### src/rtl/tag_record_pkg.sv
// tag_record_pkg: record field layout and event-entry type shared by the tag record decoder
package tag_record_pkg;
  localparam int N_CHANNELS = 4;
  localparam int EPOCH_W = 28;
  localparam int FIFO_DEPTH = 16;
  localparam int TIMER_W = 36;
  localparam int REC_W = 43 + N_CHANNELS;
  localparam int TIME_W = TIMER_W + EPOCH_W;
  localparam int LVL_W = $clog2(FIFO_DEPTH) + 1;
  localparam int CH_LSB = 36;
  localparam int RSV_LSB = CH_LSB + N_CHANNELS;
  localparam int RSV_W = 5;
  localparam int TYPE_BIT = 41 + N_CHANNELS;
  localparam int WRAP_BIT = 42 + N_CHANNELS;
  localparam logic REC_TYPE_EVENT = 1'b0;
  typedef struct packed {
    logic [EPOCH_W-1:0] epoch;
    logic [TIMER_W-1:0] timer;
    logic [N_CHANNELS-1:0] channels;
    logic wrap;
  } evt_t;
endpackage

### src/rtl/tag_record_if.sv
// tag_record_if: tagger record input, event stream output and status of the decoder
interface tag_record_if;
  import tag_record_pkg::*;
  logic [REC_W-1:0] rec_data;
  logic rec_valid;
  logic epoch_clear;
  logic status_clear;
  logic [TIME_W-1:0] evt_time;
  logic [N_CHANNELS-1:0] evt_channels;
  logic evt_wrap;
  logic evt_valid;
  logic evt_ready;
  logic [LVL_W-1:0] fifo_level;
  logic [15:0] overflow_count;
  logic fmt_err;
  logic synced;
  modport master (
    output rec_data, rec_valid, epoch_clear, status_clear, evt_ready,
    input evt_time, evt_channels, evt_wrap, evt_valid, fifo_level, overflow_count, fmt_err, synced
  );
  modport slave (
    input rec_data, rec_valid, epoch_clear, status_clear, evt_ready,
    output evt_time, evt_channels, evt_wrap, evt_valid, fifo_level, overflow_count, fmt_err, synced
  );
endinterface

### src/rtl/tag_event_fifo.sv
// tag_event_fifo: synchronous show-ahead FIFO; head is zero while empty
module tag_event_fifo #(
  parameter int W = 8,
  parameter int DEPTH = 16
) (
  input  logic clk,
  input  logic reset,
  input  logic i_wr,
  input  logic [W-1:0] i_data,
  input  logic i_rd,
  output logic [W-1:0] o_data,
  output logic o_valid,
  output logic o_full,
  output logic [$clog2(DEPTH):0] o_level
);
  localparam int AW = $clog2(DEPTH);
  logic [W-1:0] r_mem [DEPTH];
  logic [AW-1:0] r_wp, r_rp;
  logic [AW:0] r_cnt;
  logic w_pop, w_push;
  assign o_valid = r_cnt != '0;
  assign o_full = r_cnt == (AW+1)'(DEPTH);
  assign o_level = r_cnt;
  assign o_data = o_valid ? r_mem[r_rp] : '0;
  assign w_pop = i_rd && o_valid;
  // a pop in the same cycle frees the slot, so a full FIFO still accepts the write
  assign w_push = i_wr && (!o_full || w_pop);
  always_ff @(posedge clk)
    if (w_push) r_mem[r_wp] <= i_data;
  always_ff @(posedge clk or posedge reset)
    if (reset) begin
      r_wp <= '0;
      r_rp <= '0;
      r_cnt <= '0;
    end else begin
      if (w_push) r_wp <= r_wp + 1'b1;
      if (w_pop) r_rp <= r_rp + 1'b1;
      r_cnt <= r_cnt + (AW+1)'(w_push) - (AW+1)'(w_pop);
    end
endmodule

### src/rtl/tag_record_decoder.sv
// tag_record_decoder: validates tagger records, extends timers with a wrap-counted epoch
// and queues event records for the host readout stream
module tag_record_decoder
  import tag_record_pkg::*;
(
  input logic clk,
  input logic reset,
  tag_record_if.slave bus
);
  logic [EPOCH_W-1:0] r_epoch;
  logic r_synced, r_wr_en, r_fmt, r_fmt_err;
  logic [15:0] r_ovf;
  evt_t r_entry;
  evt_t w_head;
  logic [N_CHANNELS-1:0] w_ch;
  logic w_malformed, w_ok, w_wrap, w_full, w_valid, w_drop;
  logic [EPOCH_W-1:0] w_epoch_nx;
  logic w_synced_nx;
  assign w_ch = bus.rec_data[CH_LSB +: N_CHANNELS];
  assign w_wrap = bus.rec_data[WRAP_BIT];
  assign w_malformed = (bus.rec_data[RSV_LSB +: RSV_W] != '0) || (bus.rec_data[TYPE_BIT] != REC_TYPE_EVENT);
  assign w_ok = bus.rec_valid && !w_malformed;
  // the first wrap after reset or clear only establishes sync; later wraps advance the epoch
  assign w_epoch_nx = bus.epoch_clear ? '0 : (w_ok && w_wrap && r_synced) ? r_epoch + 1'b1 : r_epoch;
  assign w_synced_nx = bus.epoch_clear ? 1'b0 : (w_ok && w_wrap) ? 1'b1 : r_synced;
  assign w_drop = r_wr_en && w_full && !(w_valid && bus.evt_ready);
  always_ff @(posedge clk or posedge reset)
    if (reset) begin
      r_epoch <= '0;
      r_synced <= 1'b0;
      r_wr_en <= 1'b0;
      r_fmt <= 1'b0;
      r_entry <= '0;
      r_fmt_err <= 1'b0;
      r_ovf <= '0;
    end else begin
      r_epoch <= w_epoch_nx;
      r_synced <= w_synced_nx;
      r_wr_en <= w_ok && (w_ch != '0);
      r_fmt <= bus.rec_valid && w_malformed;
      r_entry <= '{epoch: w_epoch_nx, timer: bus.rec_data[TIMER_W-1:0], channels: w_ch, wrap: w_wrap};
      r_fmt_err <= bus.status_clear ? 1'b0 : r_fmt_err || r_fmt;
      r_ovf <= bus.status_clear ? '0 : (w_drop && r_ovf != 16'hFFFF) ? r_ovf + 1'b1 : r_ovf;
    end
  tag_event_fifo #(.W($bits(evt_t)), .DEPTH(FIFO_DEPTH)) u_fifo (
    .clk(clk),
    .reset(reset),
    .i_wr(r_wr_en),
    .i_data(r_entry),
    .i_rd(bus.evt_ready),
    .o_data(w_head),
    .o_valid(w_valid),
    .o_full(w_full),
    .o_level(bus.fifo_level)
  );
  assign bus.evt_time = {w_head.epoch, w_head.timer};
  assign bus.evt_channels = w_head.channels;
  assign bus.evt_wrap = w_head.wrap;
  assign bus.evt_valid = w_valid;
  assign bus.overflow_count = r_ovf;
  assign bus.fmt_err = r_fmt_err;
  assign bus.synced = r_synced;
endmodule

### src/flat_wrapper.sv
// flat-port wrapper written by rule: the top's interface ports become plain ports
module tag_record_decoder_flat import tag_record_pkg::*;
  (clk, reset, bus_rec_data, bus_rec_valid, bus_epoch_clear, bus_status_clear, bus_evt_ready, bus_evt_time, bus_evt_channels, bus_evt_wrap, bus_evt_valid, bus_fifo_level, bus_overflow_count, bus_fmt_err, bus_synced);
  tag_record_if bus_i ();
  input logic clk;
  input logic reset;
  input wire logic [$bits(bus_i.rec_data)-1:0] bus_rec_data;
  input wire logic [$bits(bus_i.rec_valid)-1:0] bus_rec_valid;
  input wire logic [$bits(bus_i.epoch_clear)-1:0] bus_epoch_clear;
  input wire logic [$bits(bus_i.status_clear)-1:0] bus_status_clear;
  input wire logic [$bits(bus_i.evt_ready)-1:0] bus_evt_ready;
  output wire logic [$bits(bus_i.evt_time)-1:0] bus_evt_time;
  output wire logic [$bits(bus_i.evt_channels)-1:0] bus_evt_channels;
  output wire logic [$bits(bus_i.evt_wrap)-1:0] bus_evt_wrap;
  output wire logic [$bits(bus_i.evt_valid)-1:0] bus_evt_valid;
  output wire logic [$bits(bus_i.fifo_level)-1:0] bus_fifo_level;
  output wire logic [$bits(bus_i.overflow_count)-1:0] bus_overflow_count;
  output wire logic [$bits(bus_i.fmt_err)-1:0] bus_fmt_err;
  output wire logic [$bits(bus_i.synced)-1:0] bus_synced;
  assign bus_i.rec_data = bus_rec_data;
  assign bus_i.rec_valid = bus_rec_valid;
  assign bus_i.epoch_clear = bus_epoch_clear;
  assign bus_i.status_clear = bus_status_clear;
  assign bus_i.evt_ready = bus_evt_ready;
  assign bus_evt_time = bus_i.evt_time;
  assign bus_evt_channels = bus_i.evt_channels;
  assign bus_evt_wrap = bus_i.evt_wrap;
  assign bus_evt_valid = bus_i.evt_valid;
  assign bus_fifo_level = bus_i.fifo_level;
  assign bus_overflow_count = bus_i.overflow_count;
  assign bus_fmt_err = bus_i.fmt_err;
  assign bus_synced = bus_i.synced;
  tag_record_decoder u_core (.clk(clk), .reset(reset), .bus(bus_i));
endmodule
### config.mk
export PLATFORM = sky130hd
export DESIGN_NAME = tag_record_decoder_flat
export DESIGN_NICKNAME = d
export VERILOG_FILES = /design/src/rtl/tag_record_pkg.sv /design/src/rtl/tag_record_if.sv /design/src/rtl/tag_event_fifo.sv /design/src/rtl/tag_record_decoder.sv /design/src/flat_wrapper.sv
export SDC_FILE = /design/constraint.sdc
export NUM_CORES = 1
export LEC_CHECK = 0
export CORE_MARGIN = 3
export CORE_UTILIZATION = 31
export DETAILED_ROUTE_END_ITERATION = 8
export SYNTH_ARGS = -nofsm -noshare
export SYNTH_HDL_FRONTEND = slang
export SYNTH_SLANG_ARGS = --single-unit
### constraint.sdc
create_clock -name clk -period 11.5 [get_ports clk]
set_clock_uncertainty 0.05 [all_clocks]
set_input_delay 2.875 -clock clk [delete_from_list [all_inputs] [get_ports clk]]
set_output_delay 2.875 -clock clk [all_outputs]
set_load 0.05 [all_outputs]
Figure 1. M4 wires (run 1).
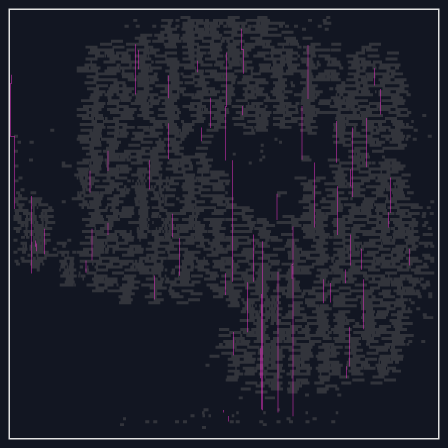
The wires run mostly vertical. The layer carries 2,270 um of wire. The layer holds 2.0% of the routed length. 30 nets have wire on it.
via count: 21,799
final WL: 112 mm

Figure 2. Clock distribution (run 1).
The bar under the picture is 100 um long.
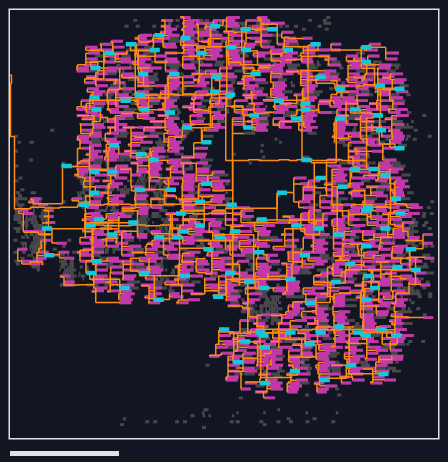
clock drivers: shown in cyan, count 130. clock wires: shown in orange, length 14,100 um. flip-flops: shown in magenta, count 1,206.
There are 131 routed clock nets.

==> run_results.csv, run 1 <==
group,metric,value,unit
logic_synthesis,synthMostInstantiatedCell,"edfxtp_1",
logic_synthesis,netlist_logic_family_top,"multiplexers",
final_layout,diodes,0,
pwr,p_int,8.98,mW
timing,slew_violations,0,
logic_synthesis,synth_cell_types,51,
clock_network,cts.sinks,1206,
pwr,power,13.2,mW
logic_synthesis,yosys-top-cells-count,"edfxtp_1, mux4_2, mux2i_1",
logic_synthesis,netlist_area,46100,um^2
floorplan,fp.dieW,392,um
final_layout,most-common-layout-cells,"edfxtp_1, mux4_2, clkdlybuf4s50_1",
critical_path,crit_path_max_incr_delay,1.18,ns
run_status,status,"finished clean",
clock_network,cts_root_buf,"clkbuf_16",
logic_synthesis,avgSynthCellArea,22.0,um^2
pwr,sequentialPower,4.96,mW
placement,port_buffers,145,
placement,dp_slack,4.43,ns
clock_network,cts_max_path_buffers,3,
timing,slew-limit-headroom,0.198,
final_layout,buf_share,0.0338,
logic_synthesis,simple_gate_share,0.0217,
timing,finalSetupTns,0,ns
final_layout,seqCellArea,35700,um^2
critical_path,crit_buf_inv,2,
critical_path,ff2ff_path_depth,9,
route,ant_nets,0,
placement,gp_congestion,0.717,
pwr,p_comb_frac,0.308,
pwr,power.switching,4.25,mW
critical_path,path_depth,5,
logic_synthesis,syn_inst,2096,
critical_path,path_delay_family,"buffers and inverters",
floorplan,dieArea,153000,um^2
logic_synthesis,ys_sh_adder,0.00396,
pwr,power.share.sequential,0.375,
clock_network,cts_resized,0,
logic_synthesis,xor_share,0.00285,
logic_synthesis,yosys_cells,2096,
final_layout,final_util,0.371,
hold_path,min_delay_path_depth,2,
logic_synthesis,ys_warn_count,0,
floorplan,io-pin-count,146,
pwr,power_density,243,nW/um^2
clock_network,clk_pin_slew_worst_paths,0.06,ns
floorplan,initCoreUtil,0.314,
pwr,p_clk_frac,0.317,
critical_path,worstSetupPathType,"flip-flop to primary output",
critical_path,path_cells,"buf_4 -> mux4_2 -> mux2i_1 -> o22ai_1 -> clkdlybuf4s50_1",
timing,post-route-min-period,7.70,ns
logic_synthesis,mux_share,0.168,
pwr,power-top-group,"sequential cells",
critical_path,cp_slowest_cell,"dfrtp_4",
clock_network,post_cts_buffers,0,
placement,place_area,50000,um^2
final_layout,comb_area,9990,um^2
timing,rsz0062_at_grt,"false",
final_layout,nonClockInverterCount,22,
clock_network,h-tree-depth,4,
critical_path,timing.rr.end,"u_core.u_fifo.r_mem[5][65]",
timing,period_used_share,0.670,
final_layout,final_cells,4329,
final_layout,comb_share,0.184,
timing,setup_ws,3.80,ns
final_layout,nFillCells,13036,
route,post_drt_wl_per_cell,25.8,um
logic_synthesis,ys_top_cells_by_area,"edfxtp_1, mux4_2, dfrtp_1, mux2i_1, o22ai_1",
logic_synthesis,synth.top_cell.area_share,0.719,
floorplan,die_h,392,um
pwr,p_leak,17.6,nW
route,drc_errors,0,
logic_synthesis,synth_flops,1206,
logic_synthesis,largest_area_cell,"edfxtp_1",
logic_synthesis,enable_flop_cells,1104,
floorplan,rows,140,
global_route,grt_pass1_vias,23030,
global_route,grt_max_degree,142,
global_route,grt-ovfl-total,0,
critical_path,cp.arrival,4.77,ns
global_route,grt_usage,0.146,
job,warnings,35,
job,drv_cap,0,
critical_path,r2r-start,"u_core.u_fifo.o_level[3]",
critical_path,cp-end-kind,"primary output",
final_layout,comb_cells,760,
Figure 3. Cells colored by class (run 1).
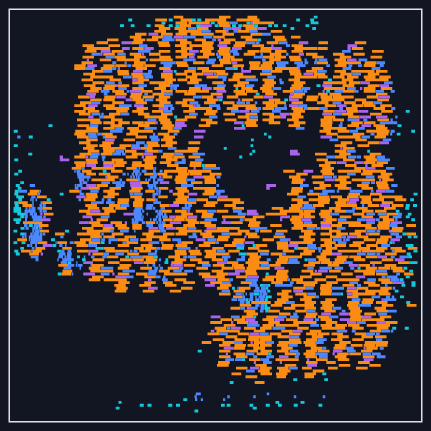
clock drivers and dummy loads: shown in purple, cells 233, share of their area 8.3%. combinational and other logic: shown in blue, cells 782, share of their area 19%. remaining buffers and delay cells: shown in cyan, cells 191, share of their area 3.5%. sequential cells: shown in orange, cells 1,206, share of their area 69%.
Seq area share: 0.657
final instance area: 54,300 um^2
Core ar.: 147,000 um^2

Figure 4. Clock routing (run 1).
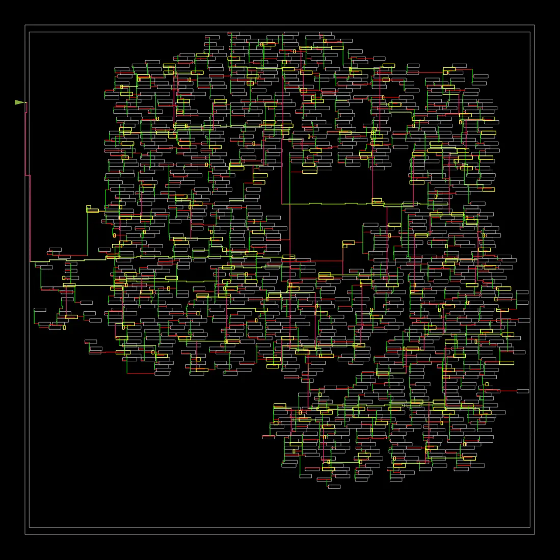
clk_buf instances: 178
clk pwr: 4.20 mW
CTS buffer count: 130

==> run 1: registers in the layout, summed over array words and instances (netlist names), 4 cells and up <==
signal	flops
u_core.u_fifo.o_level	5
u_core.bus.overflow_count	16
u_core.u_fifo.r_mem	1104
u_core.r_epoch	28
u_core.r_entry	41
u_core.u_fifo.r_wp	4
u_core.u_fifo.r_rp	4
==> run 1: per-layer routing <==
metal  track usage  share of wire  vias to the layer above
li1              -              -                     9238
met3        0.0317          0.058                      141
met1         0.192           0.42                    11766
met4        0.0403          0.020                        6
met2         0.244           0.50                      648
met5             0        0.00028                        -
==> run 1: tightest hold or removal path, cell delays in order (launching register included) <==
cell and delay [ns]:
dfrtp_1 0.33, nor2_1 0.05, nor2_1 0.08
==> run 2: changes to the inputs <==
==> constraint.sdc (replaced) <==
create_clock -name clk -period 6.6 [get_ports clk]
set_clock_uncertainty 0.05 [all_clocks]
set_input_delay 1.65 -clock clk [delete_from_list [all_inputs] [get_ports clk]]
set_output_delay 1.65 -clock clk [all_outputs]
set_load 0.05 [all_outputs]
Figure 5. Clock routing (run 2).
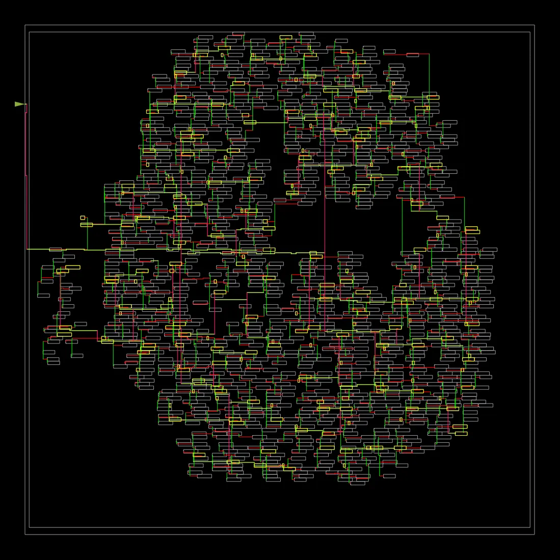
Latency at later pin: 0.75 ns
clk_buf instances: 170
clk pwr: 6.85 mW
clk sink count: 1,206
flop count: 1,206

Figure 6. M4 wires (run 2).
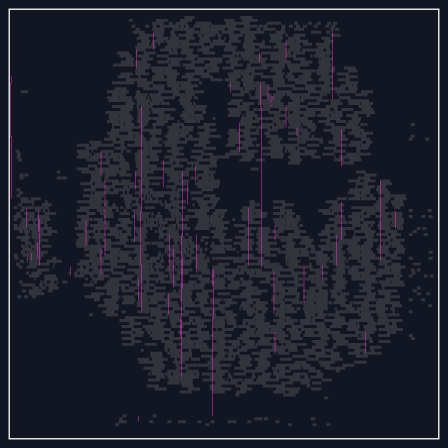
The wires run mostly vertical. The layer carries 1,920 um of wire. The layer holds 1.8% of the routed length. The longest straight run is 148 um.
final WL: 109 mm
via count: 22,074

Figure 7. Signal metal coverage by tile (run 2).
39 x 39 tiles, from dark blue (low) to red (high), scaled to the fullest tile. Values are wire area over tile area, all layers added.
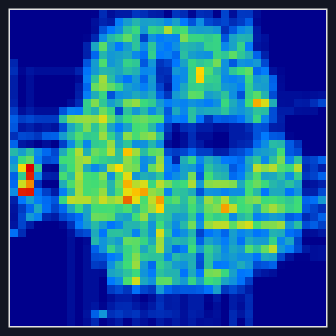
25% of the tiles are nearly empty. 13% of the tiles are over half the peak. The fullest tile reaches 0.48.

==> run_results.csv, run 2 <==
group,metric,value,unit
floorplan,dieArea,153000,um^2
final_layout,nFillCells,12986,
logic_synthesis,synth_cell_types,51,
final_layout,regMostFlops,"u_core.u_fifo.r_mem",
global_route,grt-ovfl-total,0,
logic_synthesis,synth_flops,1206,
final_layout,reg_top3,"u_core.u_fifo.r_mem: 1104 flops, u_core.r_entry: 41 flops, u_core.r_epoch: 28 flops",
floorplan,rows,140,
final_layout,comb_share,0.184,
critical_path,cp.arrival,4.33,ns
global_route,gr-max-usage-layer,"met2",
critical_path,ff2ff_path_depth,7,
timing,setup_ws,0.571,ns
global_route,grt.met1_usage,0.193,
pwr,power.share.sequential,0.383,
critical_path,worstSetupPathType,"flip-flop to primary output",
run_status,status,"finished clean",
timing,rsz0062_at_grt,"false",
timing,slew-limit-headroom,0.319,
final_layout,comb_area,10000,um^2
logic_synthesis,synthMostInstantiatedCell,"edfxtp_1",
timing,slew_violations,0,
critical_path,path_cells,"inv_1 -> ha_1 -> or4b_1 -> nand2b_4 -> buf_4 -> o22ai_1 -> clkdlybuf4s50_1",
timing,post-route-min-period,6.03,ns
placement,dp_slack,1.35,ns
logic_synthesis,enable_flop_cells,1104,
placement,place_area,50400,um^2
final_layout,seqCellArea,35700,um^2
route,met1Wirelength,46.5,mm
critical_path,cp_slowest_cell,"clkdlybuf4s50_1",
logic_synthesis,ys_warn_count,0,
final_layout,nonClockInverterCount,22,
clock_network,cts_max_path_buffers,3,
clock_network,cts_inserted_buffers,121,
timing,period_used_share,0.913,
job,drv_cap,0,
critical_path,path_depth,7,
global_route,grt_util_met3,0.0271,
route,highest_layer,"met5",
job,warnings,31,
critical_path,cp-end-kind,"primary output",
pwr,p_leak,17.5,nW
logic_synthesis,yosys_cells,2096,
placement,gp_congestion,0.753,
final_layout,seq_share,0.656,
[run 2: cells by family after synthesis]
kind of cell / count (synthesis) / share of synthesized area
adder cells (fa/ha/maj): 14 / 0.00396
AND-OR/OR-AND: 130 / 0.0175
flip-flops: 1206 / 0.774
buffers and inverters: 130 / 0.0119
XOR/XNOR: 15 / 0.00285
multiplexers: 426 / 0.168
AND/OR/NAND/NOR: 175 / 0.0217
[run 2: power by group through the flow]
stage / clock [mW] / combinational, mW / sequential [mW]
5_1_grt: 7.32 / 7.47 / 8.65
3_3_place_gp: 0 / 7.17 / 8.79
6_report: 6.85 / 7.05 / 8.62
2_1_floorplan: 0 / 5.00 / 8.61
4_1_cts: 7.02 / 7.21 / 8.63
3_5_place_dp: 0 / 7.18 / 8.79
==> run 3: changes to the inputs <==
--- a/config.mk
+++ b/config.mk
@@ -8,6 +8,7 @@
 export CORE_MARGIN = 3
 export CORE_UTILIZATION = 31
 export DETAILED_ROUTE_END_ITERATION = 8
+export DONT_BUFFER_PORTS = 1
 export SYNTH_ARGS = -nofsm -noshare
 export SYNTH_HDL_FRONTEND = slang
 export SYNTH_SLANG_ARGS = --single-unit
Figure 8. M4 wires (run 3).
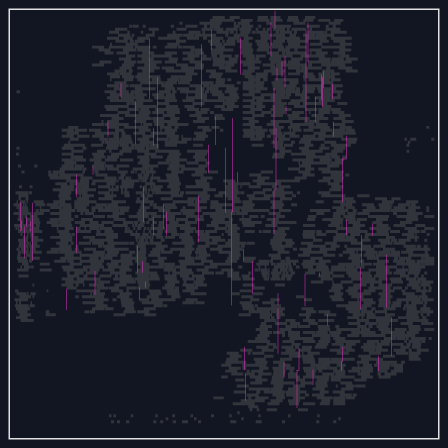
The longest straight run is 85.7 um. The layer holds 1.8% of the routed length. The wires run mostly vertical. 39 nets have wire on it.

Figure 9. Signal metal coverage by tile (run 3).
39 x 39 tiles, from dark blue (low) to red (high), scaled to the fullest tile. Values are wire area over tile area, all layers added.
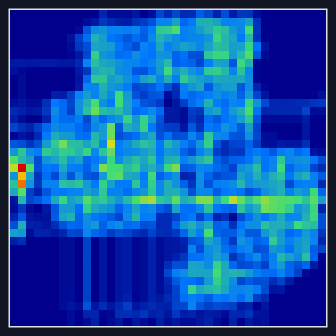
22% of the tiles are nearly empty. 3.0% of the tiles are over half the peak. The mean over all tiles is 0.12. The fullest tile reaches 0.62.

Figure 10. Clock distribution (run 3).
The bar under the picture is 100 um long.
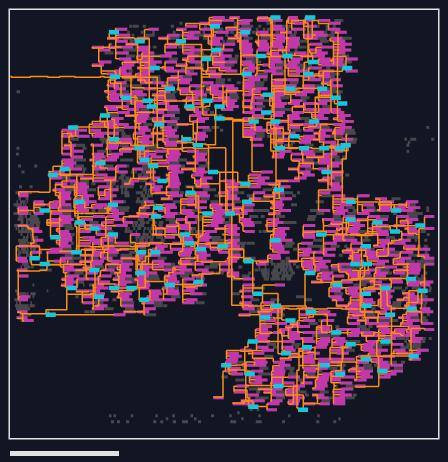
clock wires: shown in orange, length 14,100 um. flip-flops: shown in magenta, count 1,206. clock drivers: shown in cyan, count 131.
There are 132 routed clock nets. Position of the flops: spread over the die.

==> run_results.csv, run 3 <==
group,metric,value,unit
run_status,status,"finished clean",
logic_synthesis,ys_warn_count,0,
logic_synthesis,yosys_cells,2096,
logic_synthesis,ys_seq_share,0.774,
critical_path,cp_slowest_cell,"o22ai_1",
timing,post-route-min-period,5.93,ns
floorplan,tapCellCount,1917,
final_layout,comb_share,0.187,
critical_path,path_depth,5,
timing,slew-limit-headroom,0.261,
pwr,vdd_drop_max,0.000271,V
logic_synthesis,simple_gate_share,0.0217,
placement,place_area,49300,um^2
critical_path,cp-end-kind,"primary output",
final_layout,buf_share,0.0208,
clock_network,cts_root_buf,"clkbuf_16",
critical_path,cp.arrival,4.23,ns
job,drv_cap,0,
hold_path,min_from,"u_core.r_fmt",
logic_synthesis,synth_chip_area,46100,um^2
timing,worst_pin_slew,1.11,ns
hold_path,min_path_type,"flip-flop to flip-flop",
floorplan,fp.dieW,392,um
global_route,grt-ovfl-total,0,
logic_synthesis,xor_share,0.00285,
critical_path,worstSetupPathType,"flip-flop to primary output",
clock_network,cts.sinks,1206,
logic_synthesis,aoi_share,0.0175,
final_layout,drive_above_1_share,0.267,
final_layout,final_nets,2302,
timing,period_used_share,0.899,
logic_synthesis,synth-main-ff-cell,"edfxtp_1",
final_layout,reg_top3,"u_core.u_fifo.r_mem: 1104 flops, u_core.r_entry: 41 flops, u_core.r_epoch: 28 flops",
critical_path,ff2ff_path_depth,13,
route,wl,112,mm
timing,rsz0062_at_grt,"false",
final_layout,regMostFlops,"u_core.u_fifo.r_mem",
logic_synthesis,netlist_logic_family_top,"multiplexers",
critical_path,crit_buf_inv,1,
logic_synthesis,mux_share,0.168,
route,dr_total_vias,21665,
final_layout,nonClockInverterCount,22,
logic_synthesis,synth_cell_types,51,
floorplan,rows,140,
pwr,p_leak,17.3,nW
clock_network,clock.latency.late_pin,0.73,ns
clock_network,cts_max_path_buffers,3,
pwr,p_clk_frac,0.320,
final_layout,comb_area,10000,um^2
route,ant_nets,0,
logic_synthesis,largest_area_cell,"edfxtp_1",
critical_path,path_cells,"inv_1 -> ha_1 -> or4b_1 -> nand2b_4 -> o22ai_1",
logic_synthesis,synthMostInstantiatedCell,"edfxtp_1",
clock_network,cts_inserted_buffers,131,
final_layout,flops,1206,
clock_network,cts_tree,"done",
critical_path,critPathLaunch,"u_core.u_fifo.o_level[2]",
final_layout,nFillCells,13116,
logic_synthesis,enable_flop_cells,1104,
clock_network,clk_pin_slew_worst_paths,0.06,ns
logic_synthesis,synth_flops,1206,
final_layout,largest_register_ffs,1104,
route,viasPerCell,5.08,
final_layout,seq_share,0.665,
critical_path,timing.rr.end,"u_core.u_fifo.o_level[4]",
clock_network,cts_hold_buf,0,
final_layout,seqCellArea,35700,um^2
job,warnings,31,
placement,gp_congestion,0.741,
logic_synthesis,ys_sh_adder,0.00396,
pwr,power.share.sequential,0.384,
final_layout,area_delta_synth_final,16.4,%
final_layout,nClkBuffers,163,
floorplan,core_area,147000,um^2
route,drt_iter0_markers,2047,
final_layout,final_util,0.366,
final_layout,comb_cells,760,
placement,dp_slack,1.34,ns
timing,slew_violations,0,
floorplan,dieArea,153000,um^2
timing,setup_ws,0.668,ns
## run 3: cell counts after synthesis
Identical to the previous run, type by type.
## run 3: power groups by stage
stage / registers (mW) / logic, mW / clock network [mW]
2_1_floorplan: 8.61 / 5.00 / 0
3_3_place_gp: 8.83 / 6.83 / 0
3_5_place_dp: 8.85 / 6.88 / 0
4_1_cts: 8.69 / 6.90 / 7.41
5_1_grt: 8.70 / 7.11 / 7.73
6_report: 8.68 / 6.69 / 7.23
## run 3: routing by layer
metal  track usage  up-vias  wire, um
met4        0.0372        4      2040
met1         0.195    11676     47600
li1              -     9117         -
met5             0        -        27
met2         0.246      688     56300
met3        0.0298      180      6400
## run 3: through the flow
stage	cells	total power, mW
after global placement	4019	15.7
after detailed placement	4019	15.7
final	4263	22.6
after floorplan	2096	13.6
after CTS	4254	23.0
after global routing	4255	23.5
Power figures rest on the tool's default switching activity, not on a simulated workload.
